met3.png
(8 px per um) Cells faint in the background.
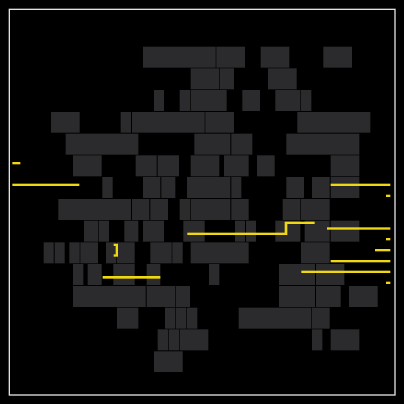
cell_classes.png
(6 px per um)
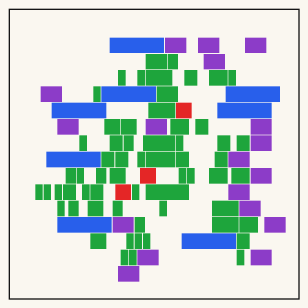
final_clocks.png
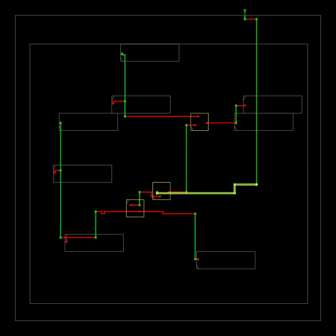
port_nets.png
(10 px per um)
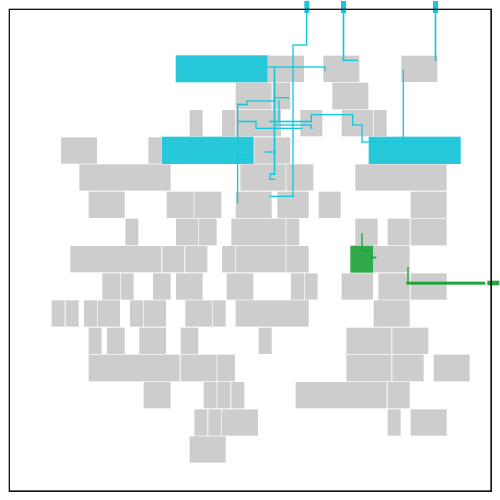
## src/rtl/kernel_pkg.sv

```systemverilog
// Shared types and default geometry for the kernel scan controller.
// Optional build macro KSCAN_SERPENTINE_EN selects boustrophedon scan order.
package kernel_pkg;

   localparam int AW_DEF    = 3;
   localparam int DW_DEF    = 3;
   localparam int IMG_W_DEF = 8;
   localparam int IMG_H_DEF = 8;

   typedef enum logic [1:0] {
      IDLE = 2'd0,
      SCAN = 2'd1,
      DONE = 2'd2
   } kscan_state_t;

endpackage

```

## src/rtl/kernel_scan_controller_if.sv

```systemverilog
// Address stream from the scan controller: valid/ready handshake plus centre
// address and geometric boundary flags.
interface kernel_scan_controller_if #(
   parameter int AW = 3,
   parameter int DW = 3
);
   logic          out_valid;
   logic          out_ready;
   logic [AW-1:0] address_width;
   logic [DW-1:0] address_depth;
   logic          left_edge;
   logic          right_edge;
   logic          top_edge;
   logic          bottom_edge;
   logic          last_pixel;

   modport master (
      output out_valid,
      output address_width,
      output address_depth,
      output left_edge,
      output right_edge,
      output top_edge,
      output bottom_edge,
      output last_pixel,
      input  out_ready
   );

   modport slave (
      input  out_valid,
      input  address_width,
      input  address_depth,
      input  left_edge,
      input  right_edge,
      input  top_edge,
      input  bottom_edge,
      input  last_pixel,
      output out_ready
   );
endinterface

```

## src/rtl/kernel_scan_counter.sv

```systemverilog
// Width/depth counter pair for the frame scan; dir=1 walks the column downward.
// With KSCAN_SERPENTINE_EN the column holds on a row step instead of returning to 0.
module kernel_scan_counter #(
   parameter int AW    = 3,
   parameter int DW    = 3,
   parameter int IMG_W = 8,
   parameter int IMG_H = 8
) (
   input  logic          clk,
   input  logic          rst_n,
   input  logic          clear,
   input  logic          advance,
   input  logic          dir,
   output logic [AW-1:0] addr_w,
   output logic [DW-1:0] addr_d,
   output logic          col_term,
   output logic          row_term
);

   localparam logic [AW-1:0] W_MAX = AW'(IMG_W - 1);
   localparam logic [DW-1:0] D_MAX = DW'(IMG_H - 1);

   logic [AW-1:0] width_q, width_d;
   logic [DW-1:0] depth_q, depth_d;

   // Terminal column depends on the direction of travel along the row.
   assign col_term = dir ? (width_q == '0) : (width_q == W_MAX);
   assign row_term = (depth_q == D_MAX);

   always_comb begin
      width_d = width_q;
      depth_d = depth_q;
      if (clear) begin
         width_d = '0;
         depth_d = '0;
      end else if (advance) begin
         if (!col_term) begin
            width_d = dir ? (width_q - 1'b1) : (width_q + 1'b1);
         end else if (!row_term) begin
            depth_d = depth_q + 1'b1;
`ifdef KSCAN_SERPENTINE_EN
            width_d = width_q;
`else
            width_d = '0;
`endif
         end
      end
   end

   always_ff @(posedge clk or negedge rst_n) begin
      if (!rst_n) begin
         width_q <= '0;
         depth_q <= '0;
      end else begin
         width_q <= width_d;
         depth_q <= depth_d;
      end
   end

   assign addr_w = width_q;
   assign addr_d = depth_q;

endmodule

```

## src/rtl/kernel_scan_controller.sv

```systemverilog
// Frame scan sequencer: walks the centre-pixel address over the image, one per
// accepted beat, with edge flags. Build macro KSCAN_SERPENTINE_EN selects serpentine order.
module kernel_scan_controller
   import kernel_pkg::*;
#(
   parameter int AW    = AW_DEF,
   parameter int DW    = DW_DEF,
   parameter int IMG_W = IMG_W_DEF,
   parameter int IMG_H = IMG_H_DEF
) (
   input  logic                      clk,
   input  logic                      rst_n,
   input  logic                      start,
   input  logic                      abort,
   output logic                      busy,
   output logic                      done,
   kernel_scan_controller_if.master  bus
);

   localparam logic [AW-1:0] W_MAX = AW'(IMG_W - 1);
   localparam logic [DW-1:0] D_MAX = DW'(IMG_H - 1);

   kscan_state_t  state_q, state_d;
   logic          cnt_clear;
   logic          cnt_advance;
   logic          cnt_dir;
   logic          col_term;
   logic          row_term;
   logic          last_addr;
   logic          xfer;
   logic [AW-1:0] addr_w;
   logic [DW-1:0] addr_d;

`ifdef KSCAN_SERPENTINE_EN
   assign cnt_dir = addr_d[0];
`else
   assign cnt_dir = 1'b0;
`endif

   kernel_scan_counter #(
      .AW    (AW),
      .DW    (DW),
      .IMG_W (IMG_W),
      .IMG_H (IMG_H)
   ) u_counter (
      .clk      (clk),
      .rst_n    (rst_n),
      .clear    (cnt_clear),
      .advance  (cnt_advance),
      .dir      (cnt_dir),
      .addr_w   (addr_w),
      .addr_d   (addr_d),
      .col_term (col_term),
      .row_term (row_term)
   );

   assign last_addr = col_term & row_term;
   assign xfer      = bus.out_valid & bus.out_ready;

   // Counter is held clear everywhere except an active, non-aborted scan.
   always_comb begin
      state_d     = state_q;
      cnt_clear   = 1'b1;
      cnt_advance = 1'b0;
      case (state_q)
         IDLE: begin
            if (start && !abort) state_d = SCAN;
         end
         SCAN: begin
            if (abort) begin
               state_d = IDLE;
            end else begin
               cnt_clear = 1'b0;
               if (xfer) begin
                  cnt_advance = 1'b1;
                  if (last_addr) state_d = DONE;
               end
            end
         end
         DONE: begin
            state_d = IDLE;
         end
         default: begin
            state_d = IDLE;
         end
      endcase
   end

   always_ff @(posedge clk or negedge rst_n) begin
      if (!rst_n) begin
         state_q <= IDLE;
      end else begin
         state_q <= state_d;
      end
   end

   assign busy              = (state_q != IDLE);
   assign done              = (state_q == DONE);
   assign bus.out_valid     = (state_q == SCAN);
   assign bus.address_width = addr_w;
   assign bus.address_depth = addr_d;
   assign bus.left_edge     = (addr_w == '0);
   assign bus.right_edge    = (addr_w == W_MAX);
   assign bus.top_edge      = (addr_d == '0);
   assign bus.bottom_edge   = (addr_d == D_MAX);
   assign bus.last_pixel    = last_addr;

endmodule

```

## src/flat_wrapper.sv

```systemverilog
// flat-port wrapper written by rule: the top's interface ports become plain ports
module kernel_scan_controller_flat import kernel_pkg::*;
#(
   parameter int AW    = AW_DEF,
   parameter int DW    = DW_DEF,
   parameter int IMG_W = IMG_W_DEF,
   parameter int IMG_H = IMG_H_DEF
)
  (clk, rst_n, start, abort, busy, done, bus_out_valid, bus_address_width, bus_address_depth, bus_left_edge, bus_right_edge, bus_top_edge, bus_bottom_edge, bus_last_pixel, bus_out_ready);
  kernel_scan_controller_if #(.AW(AW), .DW(DW)) bus_i ();
  input  logic clk;
  input  logic rst_n;
  input  logic start;
  input  logic abort;
  output logic busy;
  output logic done;
  output wire logic [$bits(bus_i.out_valid)-1:0] bus_out_valid;
  output wire logic [$bits(bus_i.address_width)-1:0] bus_address_width;
  output wire logic [$bits(bus_i.address_depth)-1:0] bus_address_depth;
  output wire logic [$bits(bus_i.left_edge)-1:0] bus_left_edge;
  output wire logic [$bits(bus_i.right_edge)-1:0] bus_right_edge;
  output wire logic [$bits(bus_i.top_edge)-1:0] bus_top_edge;
  output wire logic [$bits(bus_i.bottom_edge)-1:0] bus_bottom_edge;
  output wire logic [$bits(bus_i.last_pixel)-1:0] bus_last_pixel;
  input wire logic [$bits(bus_i.out_ready)-1:0] bus_out_ready;
  assign bus_out_valid = bus_i.out_valid;
  assign bus_address_width = bus_i.address_width;
  assign bus_address_depth = bus_i.address_depth;
  assign bus_left_edge = bus_i.left_edge;
  assign bus_right_edge = bus_i.right_edge;
  assign bus_top_edge = bus_i.top_edge;
  assign bus_bottom_edge = bus_i.bottom_edge;
  assign bus_last_pixel = bus_i.last_pixel;
  assign bus_i.out_ready = bus_out_ready;
  kernel_scan_controller #(.AW(AW), .DW(DW), .IMG_W(IMG_W), .IMG_H(IMG_H)) u_core (.clk(clk), .rst_n(rst_n), .start(start), .abort(abort), .busy(busy), .done(done), .bus(bus_i));
endmodule
```

## config.mk

```make
export PLATFORM = sky130hd
export DESIGN_NAME = kernel_scan_controller_flat
export DESIGN_NICKNAME = d
export VERILOG_FILES = /design/src/rtl/kernel_pkg.sv /design/src/rtl/kernel_scan_controller_if.sv /design/src/rtl/kernel_scan_counter.sv /design/src/rtl/kernel_scan_controller.sv /design/src/flat_wrapper.sv
export SDC_FILE = /design/constraint.sdc
export NUM_CORES = 1
export LEC_CHECK = 0
export CORE_MARGIN = 2
export CORE_UTILIZATION = 30
export CTS_CLUSTER_DIAMETER = 30
export DETAILED_ROUTE_END_ITERATION = 7
export GPL_ROUTABILITY_DRIVEN = 0
export PLACE_DENSITY = 0.55
export SLEW_MARGIN = 20
export SYNTH_ARGS = -nofsm -noshare
export SYNTH_HDL_FRONTEND = slang
export SYNTH_HIERARCHICAL = 1
export SYNTH_SLANG_ARGS = --single-unit
```

## constraint.sdc

```tcl
create_clock -name clk -period 2.9 [get_ports clk]
set_clock_uncertainty 0.15 [all_clocks]
set_input_delay 0.58 -clock clk [delete_from_list [all_inputs] [get_ports clk]]
set_output_delay 0.58 -clock clk [all_outputs]
set_load 0.02 [all_outputs]
```

==> results.txt <==
The following summarizes the physical implementation.

Global route
The number of antenna violations at the first check in global routing came to 0. For this run the aggregate overflow at the end of global routing stands at 0. The maximum number of pins on one net before global-route repair is 13.

Die
The width of the chip is a little under 50 um. The design received a total of 25 well taps at floorplan. The area of the chip is approximately 2300 um2.

Synthesis
The share of synthesized area in the top cell type comes to 34.4%. The synthesis warning total is 6. The leading register cell type out of synthesis is sky130_fd_sc_hd__dfrtp_1. The library cell occupying the most area in the post-synthesis netlist is sky130_fd_sc_hd__dfrtp_1. The area figure in the yosys stat output is 582 um2. The share of cell area taken by muxes after synthesis is 3.44%.

Route
The wire length after detailed routing is between 1000 and 1500 um. The detailed router reports a met2 wire length of around 640 um. Signal routing reaches up to met3. The number of vias after detailed routing is around 540. The first-pass iteration count of the detailed router is 4.

In the final routing, the length of wire on met1 measures 631 um. The number of routed nets with antenna violations is 0.

Finish
In the layout the tool counted multi-input logic cells amounting to about 58. The logic area is around 390 um2. Once layout is complete, the cells apart from fillers number about 120.

CTS
Buffers inserted to repair hold after CTS numbered 0. No sink is reached through more buffers than the 2 on the longest clock path.

Worst hold path
STA lists the startpoint of the worst hold path as u_core/state_q[1]$_DFFE_PN0P_.

Pwr
The power report lists cell-internal power as around 180 uW. The part of the power in registers is between 40% and 50%. Combinational logic burns around 14% of the power. The switching power summed over all nets is just under 60 uW.

Critical path
The arrival time of the worst setup path is 1990 ps. STA puts the critical path data required time at between 2000 and 2500 ps.

STA
Timing would allow up to 0.368 GHz. The final hold violation count recorded for this run is 0.

Run status
The flow ran to the end, and the final reports show no timing, DRC or antenna violations.

Placement
Note, the detailed placer reported a final HPWL of 1010 um.

Job
Across the run, the number of max-cap violations was 0.
## Picture notes: met3.png
nets with wire on the layer: 13
main direction: horizontal

## Picture notes: cell_classes.png
| colour | class | cells |
|---|---|---|
| red | cells driving clock nets | 3 |
| green | all other logic | 61 |
| purple | other buffers and delay cells | 18 |
| blue | flip-flops | 8 |
fraction of area in registers: 24.1%
post-route standard cell area excluding fillers: 831 um2

## Picture notes: final_clocks.png
number of buffers added by the clock tree synthesis step: 3
clock tree buffer count of the final layout: 3
total number of clock tree sinks: 8
total clock network power: 87.3 uW
clk ins delay skew pair: 260 ps

## Picture notes: port_nets.png
| colour | port | bits | direction | edge | end cells | wire |
|---|---|---|---|---|---|---|
| cyan | bus_address_depth | 3 | output | north | 3 | 112 um |
| green | bus_last_pixel | 1 | output | east | 1 | 12.2 um |
port buffer count: 18
number of I/O pins: 19

path summary, 6_finish.rpt:
| kind | end | slack [ps] | depth (start not counted) |
|---|---|---|---|
| worst min-delay path | u_core/state_q[0]$_DFFE_PN0P_ | 340 | 1 |
| worst max-delay path | bus_last_pixel | 180 | 4 |
| worst max register to register | u_core/state_q[0]$_DFFE_PN0P_ | 1220 | 4 |
| worst min register to register | u_core/state_q[0]$_DFFE_PN0P_ | 340 | 1 |
| max in group asynchronous | u_core/u_counter/addr_d[2]$_DFFE_PN0P_ | 1830 | 1 |
| min in group asynchronous | u_core/state_q[0]$_DFFE_PN0P_ | 470 | 1 |
registers in the layout, summed over array words and instances, names as in the netlist:
name                     count
u_core/state_q               2
u_core/u_counter/addr_d      3
u_core/u_counter/addr_w      3
cell usage in the layout, fill, tap and decap left out, types with 2 or more instances in the layout:
cell type | Yosys | final
sky130_fd_sc_hd__and2_1 | 2 | 2
sky130_fd_sc_hd__nor2_1 | 8 | 8
sky130_fd_sc_hd__conb_1 | 1 | 8
sky130_fd_sc_hd__clkdlybuf4s50_1 | 0 | 18
sky130_fd_sc_hd__inv_1 | 3 | 3
sky130_fd_sc_hd__and2b_2 | 2 | 2
sky130_fd_sc_hd__clkbuf_4 | 0 | 3
sky130_fd_sc_hd__and3_1 | 3 | 3
sky130_fd_sc_hd__nand2_1 | 4 | 4
sky130_fd_sc_hd__nor3_1 | 2 | 2
sky130_fd_sc_hd__mux2i_1 | 2 | 2
sky130_fd_sc_hd__dfrtp_1 | 8 | 8
sky130_fd_sc_hd__ha_1 | 2 | 2
sky130_fd_sc_hd__a21oi_1 | 2 | 2
sky130_fd_sc_hd__nor2b_1 | 2 | 2
Power figures rest on the tool's default switching activity, not on a simulated workload.
